## src/rtl/chute_briques.sv

```systemverilog
// Falling-brick engine for the three-column stacking game: times the fall,
// detects landing, grows and clears the stacks, spawns bricks, flags game over.
module chute_briques #(
  parameter int TICK_DIV    = 25_000_000,
  parameter int TICK_RAPIDE = 2_500_000,
  parameter int HAUTEUR_MAX = 7
) (
  input  logic       clk,
  input  logic       reset,
  input  logic [1:0] col,
  input  logic       chute_rapide,
  output logic [2:0] row,
  output logic [2:0] hauteurGauche,
  output logic [2:0] hauteurCentre,
  output logic [2:0] hauteurDroite,
  output logic       nouvelle_brique,
  output logic       posee,
  output logic [7:0] lignes,
  output logic       game_over
);

  localparam int TMAX = (TICK_DIV > TICK_RAPIDE) ? TICK_DIV : TICK_RAPIDE;
  localparam int CW   = $clog2(TMAX) + 1;
  localparam logic [2:0] HMAX = 3'(HAUTEUR_MAX);

  typedef enum logic [2:0] {
    SPAWN     = 3'd0,
    FALL      = 3'd1,
    LAND      = 3'd2,
    CHECK     = 3'd3,
    GAME_OVER = 3'd4
  } state_t;

  state_t state, state_next;

  logic [1:0]    col_lat;
  logic [1:0]    land_col;
  logic [CW-1:0] cnt;
  logic [CW-1:0] limit;
  logic          tick;
  logic [2:0]    h_fall;
  logic [2:0]    h_land;
  logic          all_filled;

  function automatic logic [2:0] height_of(input logic [1:0] sel,
                                           input logic [2:0] hg,
                                           input logic [2:0] hc,
                                           input logic [2:0] hd);
    case (sel)
      2'd0:    height_of = hg;
      2'd1:    height_of = hc;
      default: height_of = hd;
    endcase
  endfunction

  always_comb begin
    limit      = chute_rapide ? CW'(TICK_RAPIDE - 1) : CW'(TICK_DIV - 1);
    tick       = (state == FALL) && (cnt >= limit);
    h_fall     = height_of(col_lat, hauteurGauche, hauteurCentre, hauteurDroite);
    h_land     = height_of(land_col, hauteurGauche, hauteurCentre, hauteurDroite);
    all_filled = (hauteurGauche != 3'd0) && (hauteurCentre != 3'd0) &&
                 (hauteurDroite != 3'd0);
  end

  always_ff @(posedge clk) begin
    if (reset) state <= SPAWN;
    else       state <= state_next;
  end

  // A column jump can leave the brick below the stack top; a full target
  // column then ends the game instead of overflowing the height.
  always_comb begin
    state_next = state;
    case (state)
      SPAWN:     state_next = FALL;
      FALL:      if (tick && (row <= h_fall)) state_next = LAND;
                 else                         state_next = FALL;
      LAND:      if ((row == HMAX) || (h_land == HMAX)) state_next = GAME_OVER;
                 else                                   state_next = CHECK;
      CHECK:     state_next = SPAWN;
      GAME_OVER: state_next = GAME_OVER;
      default:   state_next = SPAWN;
    endcase
  end

  always_ff @(posedge clk) begin
    if (reset) begin
      col_lat         <= 2'd1;
      land_col        <= 2'd1;
      cnt             <= '0;
      row             <= HMAX;
      hauteurGauche   <= 3'd0;
      hauteurCentre   <= 3'd0;
      hauteurDroite   <= 3'd0;
      nouvelle_brique <= 1'b0;
      posee           <= 1'b0;
      lignes          <= 8'd0;
      game_over       <= 1'b0;
    end else begin
      nouvelle_brique <= (state == SPAWN);
      posee           <= (state == LAND);
      if (state_next == GAME_OVER) game_over <= 1'b1;
      if ((col != 2'd3) && (state != GAME_OVER)) col_lat <= col;
      case (state)
        SPAWN: begin
          row <= HMAX;
          cnt <= '0;
        end
        FALL: begin
          if (tick) begin
            cnt      <= '0;
            land_col <= col_lat;
            if (row > h_fall) row <= row - 3'd1;
          end else begin
            cnt <= cnt + CW'(1);
          end
        end
        LAND: begin
          if (state_next == CHECK) begin
            case (land_col)
              2'd0:    hauteurGauche <= hauteurGauche + 3'd1;
              2'd1:    hauteurCentre <= hauteurCentre + 3'd1;
              default: hauteurDroite <= hauteurDroite + 3'd1;
            endcase
          end
        end
        CHECK: begin
          if (all_filled) begin
            hauteurGauche <= hauteurGauche - 3'd1;
            hauteurCentre <= hauteurCentre - 3'd1;
            hauteurDroite <= hauteurDroite - 3'd1;
            if (lignes != 8'hFF) lignes <= lignes + 8'd1;
          end
        end
        default: ;
      endcase
    end
  end

endmodule
```

## config.mk

```make
export PLATFORM = sky130hd
export DESIGN_NAME = chute_briques
export DESIGN_NICKNAME = d
export VERILOG_FILES = /design/src/rtl/chute_briques.sv
export SDC_FILE = /design/constraint.sdc
export NUM_CORES = 1
export LEC_CHECK = 0
export ABC_AREA = 0
export CORE_MARGIN = 10
export CORE_UTILIZATION = 58
export CTS_CLUSTER_DIAMETER = 80
export CTS_CLUSTER_SIZE = 30
export DETAILED_ROUTE_END_ITERATION = 10
export GPL_TIMING_DRIVEN = 1
export PLACE_DENSITY = 0.8
export SYNTH_ARGS = -nofsm -noshare
export SYNTH_HDL_FRONTEND = slang
export SYNTH_SLANG_ARGS = --single-unit
```

## constraint.sdc

```tcl
create_clock -name clk -period 2.6 [get_ports clk]
set_clock_uncertainty 0.1 [all_clocks]
set_input_delay 0.39 -clock clk [delete_from_list [all_inputs] [get_ports clk]]
set_output_delay 0.39 -clock clk [all_outputs]
set_load 0.005 [all_outputs]
```

Figure 1. Where the registers sit.
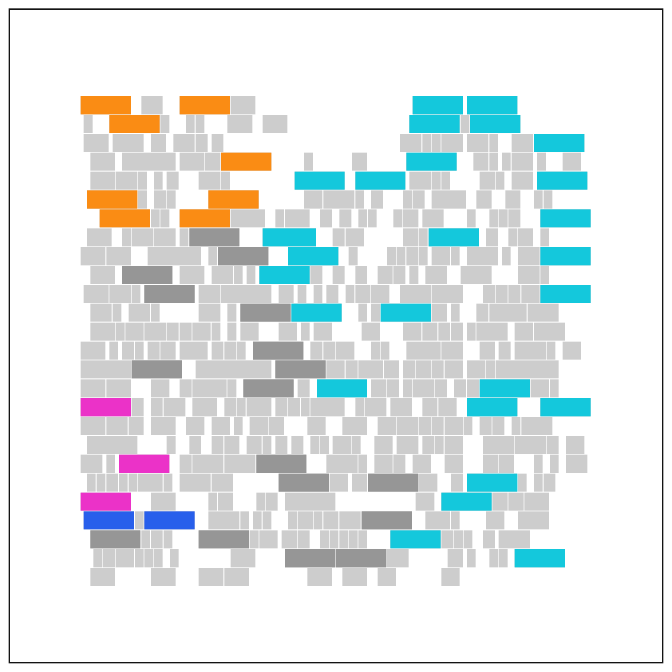
- blue: col_lat (flops 2)
- orange: lignes (flops 8; where upper left)
- cyan: cnt (flops 26)
- magenta: hauteurCentre (flops 3)
- not coloured: 17

Figure 2. Metal layers overlaid.
Bar = 20 µm.
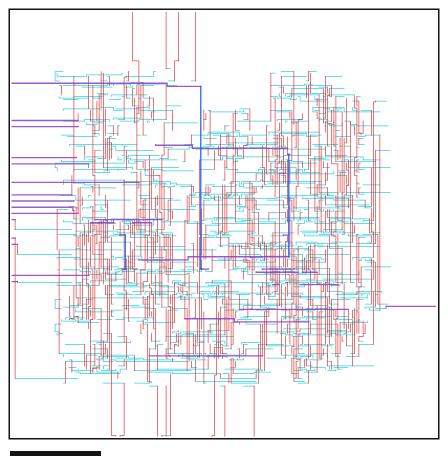
- cyan: met1 (wire length 3220 µm)
- purple: met3 (wire length 415 µm)
- red: met2 (wire length 3440 µm)
- blue: met4 (wire length 70.0 µm)

Figure 3. Clock network drawn from the DEF.
Bar = 20 µm.
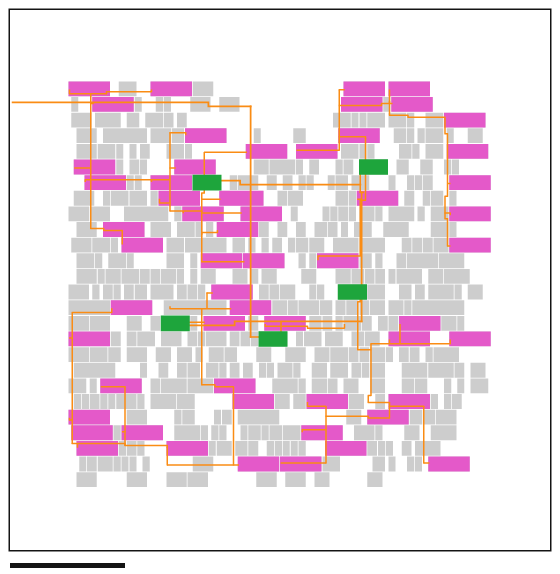
- green: cells driving clock nets (count 5)
- orange: clock wires (length 679 µm)
- magenta: flip-flops (count 56)
- routed clock nets: 6
- flops lie: widely spread

Figure 4. Routing congestion map.
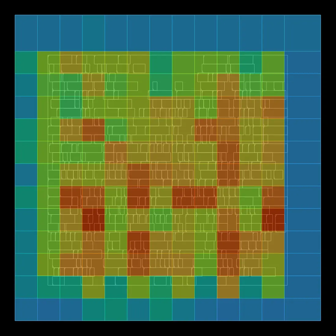
M1 GR Usage: 19.1%
Core Util, Final: 72.0%

==> flow_metrics.env <==
# physical design summary
export IMPL_stdcell_area_um2=3750
export IMPL_status="finished, final reports clean"
export IMPL_drt_iter0_markers=151
export IMPL_seq_area_frac_synth_pct=35.3
export IMPL_grt_antenna_before_repair=0
export IMPL_tightest_slew_ns=0.553
export IMPL_use_met2_pct=28.1
export IMPL_p_comb_w=0.0000821
export IMPL_n_tap_cell=70
export IMPL_yosysMostFrequentCell="nor2_1"
export IMPL_cts_buffer_depth=2
export IMPL_critPathTopFamily="AND-OR/OR-AND gates"
export IMPL_synth_area_yosys_um2=3170
export IMPL_signal_buffers=45
export IMPL_buffer_area_share_pct=10.8
export IMPL_drt_wl_total_um=7150
export IMPL_wl_per_cell_um=14.2
export IMPL_core_um2=5200
export IMPL_ys_seq_elements=56
export IMPL_busiest_layer="met2"
export IMPL_initial_core_util_pct=60.9
export IMPL_p_leak_nw=1.41
export IMPL_ys_warn_count=0
export IMPL_htreeDepth=2
export IMPL_log_warning_count=27
export IMPL_gp_congestion=0.843
export IMPL_largest_reg_flops=26
export IMPL_path_cells="dlygate4sd2_1, buf_4, ha_1, nand3_1, or3_1, a311oi_2, o31a_1, buf_4, buf_4, o21ai_0, nand3b_1, o31ai_1"
export IMPL_synthDominantCellAreaShare_pct=35.3
export IMPL_synth_cell_types=43
export IMPL_synth_edff_count=0
export IMPL_clkCellAreaFrac_pct=3.07
export IMPL_netlist_instances=393
export IMPL_power_share_clock_pct=38.4
export IMPL_slowest_delay_ns=0.36
-- final timing paths --
path	from	end	slack [ns]	cells past startpoint
max	chute_rapide	cnt[24]	0.09	12
min reg2reg	game_over	game_over	0.36	2
max reg2reg	cnt[7]	cnt[24]	0.15	10
min	game_over	game_over	0.36	2
-- metrics by stage --
stage	setup WS [ns]	utilization [%]	setup TNS, ns
after floorplan	0.213	-	0
after global placement	-0.419	68.9	-11.43
after detailed placement	-0.499	68.9	-13.95
after CTS	0.136	71.6	0
after global routing	0.0201	72.0	0
final	0.0931	72.0	0
-- logic make-up after synthesis --
family,Yosys count,share of synthesized area [%]
fa+ha+maj,23,9.78
mux,6,1.89
compound gates,68,13.8
buf+inv,30,3.91
simple gates,183,27.8
flops,56,35.3
xor+xnor,27,7.46
